==> config.mk <==
export PLATFORM = sky130hd
export DESIGN_NAME = motion_pwm_driver
export DESIGN_NICKNAME = d
export VERILOG_FILES = /design/src/rtl/motion_pwm_driver.sv
export SDC_FILE = /design/constraint.sdc
export NUM_CORES = 1
export LEC_CHECK = 0
export CORE_MARGIN = 2
export CORE_UTILIZATION = 40
export DETAILED_ROUTE_END_ITERATION = 10
export HOLD_SLACK_MARGIN = 0.15
export PLACE_DENSITY = 0.66
export SLEW_MARGIN = 10
export SYNTH_ARGS = -nofsm -noshare
export SYNTH_HDL_FRONTEND = slang
export SYNTH_SLANG_ARGS = --single-unit
==> constraint.sdc <==
create_clock -name clk -period 2.5 [get_ports clk]
set_clock_uncertainty 0.05 [all_clocks]
set_input_delay 0.25 -clock clk [delete_from_list [all_inputs] [get_ports clk]]
set_output_delay 0.25 -clock clk [all_outputs]
set_load 0.03 [all_outputs]
==> src/rtl/motion_pwm_driver.sv <==
// Two-wheel motor driver: decodes motion commands into per-wheel duty/direction targets,
// ramps duty on a prescaled tick, inserts dead-time before reversal, and emits registered PWM.
module motion_pwm_driver #(
    parameter int unsigned PWM_BITS  = 8,
    parameter int unsigned DUTY_MAX  = 200,
    parameter int unsigned TURN_DUTY = 120,
    parameter int unsigned RAMP_DIV  = 1000,
    parameter int unsigned DEAD_CYC  = 50
) (
    input  logic clk,
    input  logic rst,
    input  logic enable,
    input  logic move_forward,
    input  logic move_backward,
    input  logic turn_left,
    input  logic turn_right,
    output logic left_pwm,
    output logic left_dir,
    output logic right_pwm,
    output logic right_dir,
    output logic moving,
    output logic cmd_fault
);
    localparam int unsigned PRESC_W = (RAMP_DIV > 1) ? $clog2(RAMP_DIV) : 1;
    localparam int unsigned DEAD_W  = (DEAD_CYC > 1) ? $clog2(DEAD_CYC) : 1;
    localparam logic [PWM_BITS-1:0] DUTY_MAX_V  = PWM_BITS'(DUTY_MAX);
    localparam logic [PWM_BITS-1:0] TURN_DUTY_V = PWM_BITS'(TURN_DUTY);

    typedef enum logic [1:0] {IDLE, RUN, DEAD} wheel_state_e;

    // Index 0 = left wheel, 1 = right wheel throughout.
    logic [1:0][PWM_BITS-1:0] tgt_duty_q, tgt_duty_d;
    logic [1:0]               tgt_dir_q, tgt_dir_d;
    logic [1:0][PWM_BITS-1:0] duty_q, duty_d;
    logic [1:0]               dir_q, dir_d;
    wheel_state_e             state_q [2];
    wheel_state_e             state_d [2];
    logic [DEAD_W-1:0]        dead_cnt_q [2];
    logic [DEAD_W-1:0]        dead_cnt_d [2];
    logic [PRESC_W-1:0]       presc_q, presc_d;
    logic [PWM_BITS-1:0]      cnt_q, cnt_d;
    logic [1:0]               pwm_q, pwm_d;
    logic                     moving_q, moving_d;
    logic                     cmd_fault_q, cmd_fault_d;
    logic                     conflict;
    logic                     tick;

    always_comb begin
        conflict    = (move_forward & move_backward) | (turn_left & turn_right);
        cmd_fault_d = conflict;
        tgt_duty_d  = '0;
        tgt_dir_d   = tgt_dir_q;
        if (enable && !conflict) begin
            if (move_forward || move_backward) begin
                // Straight or arc: inner wheel of an arc slows to TURN_DUTY.
                tgt_dir_d     = {move_forward, move_forward};
                tgt_duty_d[0] = turn_left  ? TURN_DUTY_V : DUTY_MAX_V;
                tgt_duty_d[1] = turn_right ? TURN_DUTY_V : DUTY_MAX_V;
            end else if (turn_left || turn_right) begin
                tgt_dir_d     = {turn_left, turn_right};
                tgt_duty_d[0] = TURN_DUTY_V;
                tgt_duty_d[1] = TURN_DUTY_V;
            end
        end
    end

    always_comb begin
        tick    = (presc_q == PRESC_W'(RAMP_DIV - 1));
        presc_d = tick ? '0 : presc_q + PRESC_W'(1);
        cnt_d   = cnt_q + PWM_BITS'(1);
        pwm_d[0] = (cnt_q < duty_q[0]);
        pwm_d[1] = (cnt_q < duty_q[1]);
        moving_d = (duty_q != '0);
        duty_d  = duty_q;
        dir_d   = dir_q;
        for (int unsigned w = 0; w < 2; w++) begin
            state_d[w]    = state_q[w];
            dead_cnt_d[w] = dead_cnt_q[w];
            if (!enable) begin
                state_d[w] = IDLE;
                duty_d[w]  = '0;
            end else begin
                case (state_q[w])
                    IDLE: begin
                        duty_d[w] = '0;
                        if (tgt_duty_q[w] != '0) begin
                            if (tgt_dir_q[w] == dir_q[w]) begin
                                state_d[w] = RUN;
                            end else begin
                                state_d[w]    = DEAD;
                                dead_cnt_d[w] = '0;
                            end
                        end
                    end
                    RUN: begin
                        // Reversal is checked before ramping so it wins over a coincident tick.
                        if (tgt_dir_q[w] != dir_q[w]) begin
                            duty_d[w]     = '0;
                            state_d[w]    = DEAD;
                            dead_cnt_d[w] = '0;
                        end else if (tgt_duty_q[w] == '0) begin
                            duty_d[w]  = '0;
                            state_d[w] = IDLE;
                        end else if (tgt_duty_q[w] < duty_q[w]) begin
                            duty_d[w] = tgt_duty_q[w];
                        end else if (tick && (duty_q[w] < tgt_duty_q[w])) begin
                            duty_d[w] = duty_q[w] + PWM_BITS'(1);
                        end
                    end
                    DEAD: begin
                        duty_d[w] = '0;
                        if (dead_cnt_q[w] == DEAD_W'(DEAD_CYC - 1)) begin
                            dir_d[w]   = tgt_dir_q[w];
                            state_d[w] = (tgt_duty_q[w] != '0) ? RUN : IDLE;
                        end else begin
                            dead_cnt_d[w] = dead_cnt_q[w] + DEAD_W'(1);
                        end
                    end
                    default: begin
                        duty_d[w]  = '0;
                        state_d[w] = IDLE;
                    end
                endcase
            end
        end
    end

    always_ff @(posedge clk) begin
        if (!rst) begin
            tgt_duty_q  <= '0;
            tgt_dir_q   <= '1;
            duty_q      <= '0;
            dir_q       <= '1;
            presc_q     <= '0;
            cnt_q       <= '0;
            pwm_q       <= '0;
            moving_q    <= 1'b0;
            cmd_fault_q <= 1'b0;
            for (int unsigned w = 0; w < 2; w++) begin
                state_q[w]    <= IDLE;
                dead_cnt_q[w] <= '0;
            end
        end else begin
            tgt_duty_q  <= tgt_duty_d;
            tgt_dir_q   <= tgt_dir_d;
            duty_q      <= duty_d;
            dir_q       <= dir_d;
            presc_q     <= presc_d;
            cnt_q       <= cnt_d;
            pwm_q       <= pwm_d;
            moving_q    <= moving_d;
            cmd_fault_q <= cmd_fault_d;
            for (int unsigned w = 0; w < 2; w++) begin
                state_q[w]    <= state_d[w];
                dead_cnt_q[w] <= dead_cnt_d[w];
            end
        end
    end

    assign left_pwm  = pwm_q[0];
    assign right_pwm = pwm_q[1];
    assign left_dir  = dir_q[0];
    assign right_dir = dir_q[1];
    assign moving    = moving_q;
    assign cmd_fault = cmd_fault_q;
endmodule

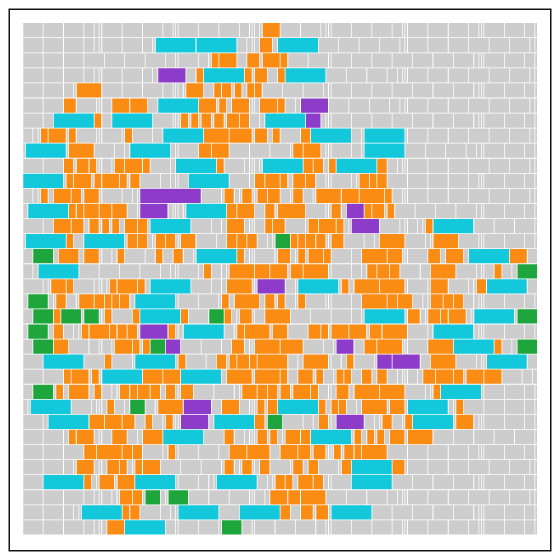
Fig. 1. Cell classes on the final placement.
Fill, decap, tap and diode cells in gray.
class	color	cells	share of their area
registers	cyan	63	33%
clock drivers and dummy loads	purple	16	5.4%
remaining logic cells	orange	347	57%
remaining buffers and delay cells	green	19	4.5%

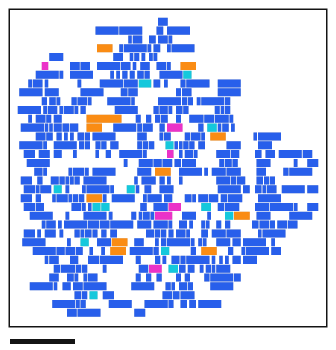
Fig. 2. Cell sizes after repair.
The bar under the picture is 20 µm long.
size	color	cells	most used
x1 and smaller	blue	414	dfxtp_1
x6 and larger	orange	11	clkbuf_8
x2	magenta	6	or2_2
x3 and x4	cyan	14	buf_4

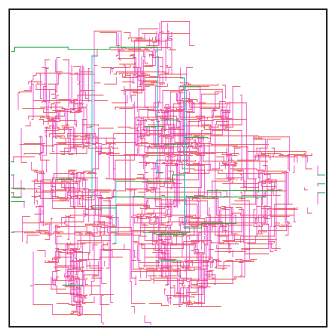
Fig. 3. Routed metal, one color a layer.
layer	color	wire length
M3	green	264 µm
M2	magenta	3630 µm
M4	cyan	148 µm
M1	red	3740 µm

==> metrics.cfg <==
[clock_tree]
cts_buffers=9
ctsHoldBuffers=0
cts-resized-gates=0
cts_max_level=3
path_clk_slew_ps=70

[critical_path]
rrSetupSlack_ps=230
slowest_delay_ps=430
cp_cell_sequence=inv_1 -> ha_1 -> a211oi_1 -> o221ai_1 -> nor2_1 -> a32oi_1 -> a21oi_1

[power_and_ir_drop]
powerClk_w=0.000920
p_leak_nw=1.467
p_sw_share_pct=26.30
p_comb_share_pct=9.6
power.density_mw_per_mm2=545.4
p_switching_w=0.0005715
ir_drop_mv=0.2482
p_seq_w=0.00104

[finish]
largest_reg_flops=16
buffers_excl_clock=19
top_area_cell_class=multi-input combinational cells
largestRegisters=duty_q: 16 flops, dead_cnt_q: 12 flops, presc_q: 10 flops
inv_count=29
max_flop_register=duty_q
flop-count=63
lay_top_cells=dfxtp_1 (63), nor2_1 (55), ha_1 (34)
buf_share_pct=4.334
clock_area_share_pct=5.214
comb_area_share_pct=52.67
sh_seq_area_pct=31.66

[flow_run]
warnings=30

[sta]
rsz0062_at_grt=false
tightestPinTransition_ps=537.6
drv_slew=0
final_hold_viol_count=0
whs_ps=415.8

[floorplanning]
die_area_mm2=0.009503
die_h_um=97.49
rows=34
tap_cells=108

[synth]
synth.most_common_cell=dfxtp_1
ys_sh_simple_pct=22.94
edf_count=0
synthCells=418
synth_top_flop_cell=dfxtp_1
syn_avg_cell_area_um2=8.363
top_cells_by_area=dfxtp_1 (36%), ha_1 (12%), nor2_1 (5.9%)
logic_family=simple AND/OR/NAND/NOR gates
floorplan.nets=459
ys_sh_xor_pct=7.015
ys_seq_elements=63
yosys.area_share.adder_pct=12.17

[routing]
drt-total-wl_um=7778
post_drt_via_cell_ratio=5.452
wl_met2_um=3626
met1_length_um=3740
post_drt_wl_per_cell_um=14.07

[outcome]
status=complete, no violations

[global_route]
grt-ovfl-total=0
grtUsageMet2_pct=27.11
grt_pass1_wl_um=13550
grt.total_usage_pct=17.37

[placement]
portBuffers=12
hpwl_um=5682

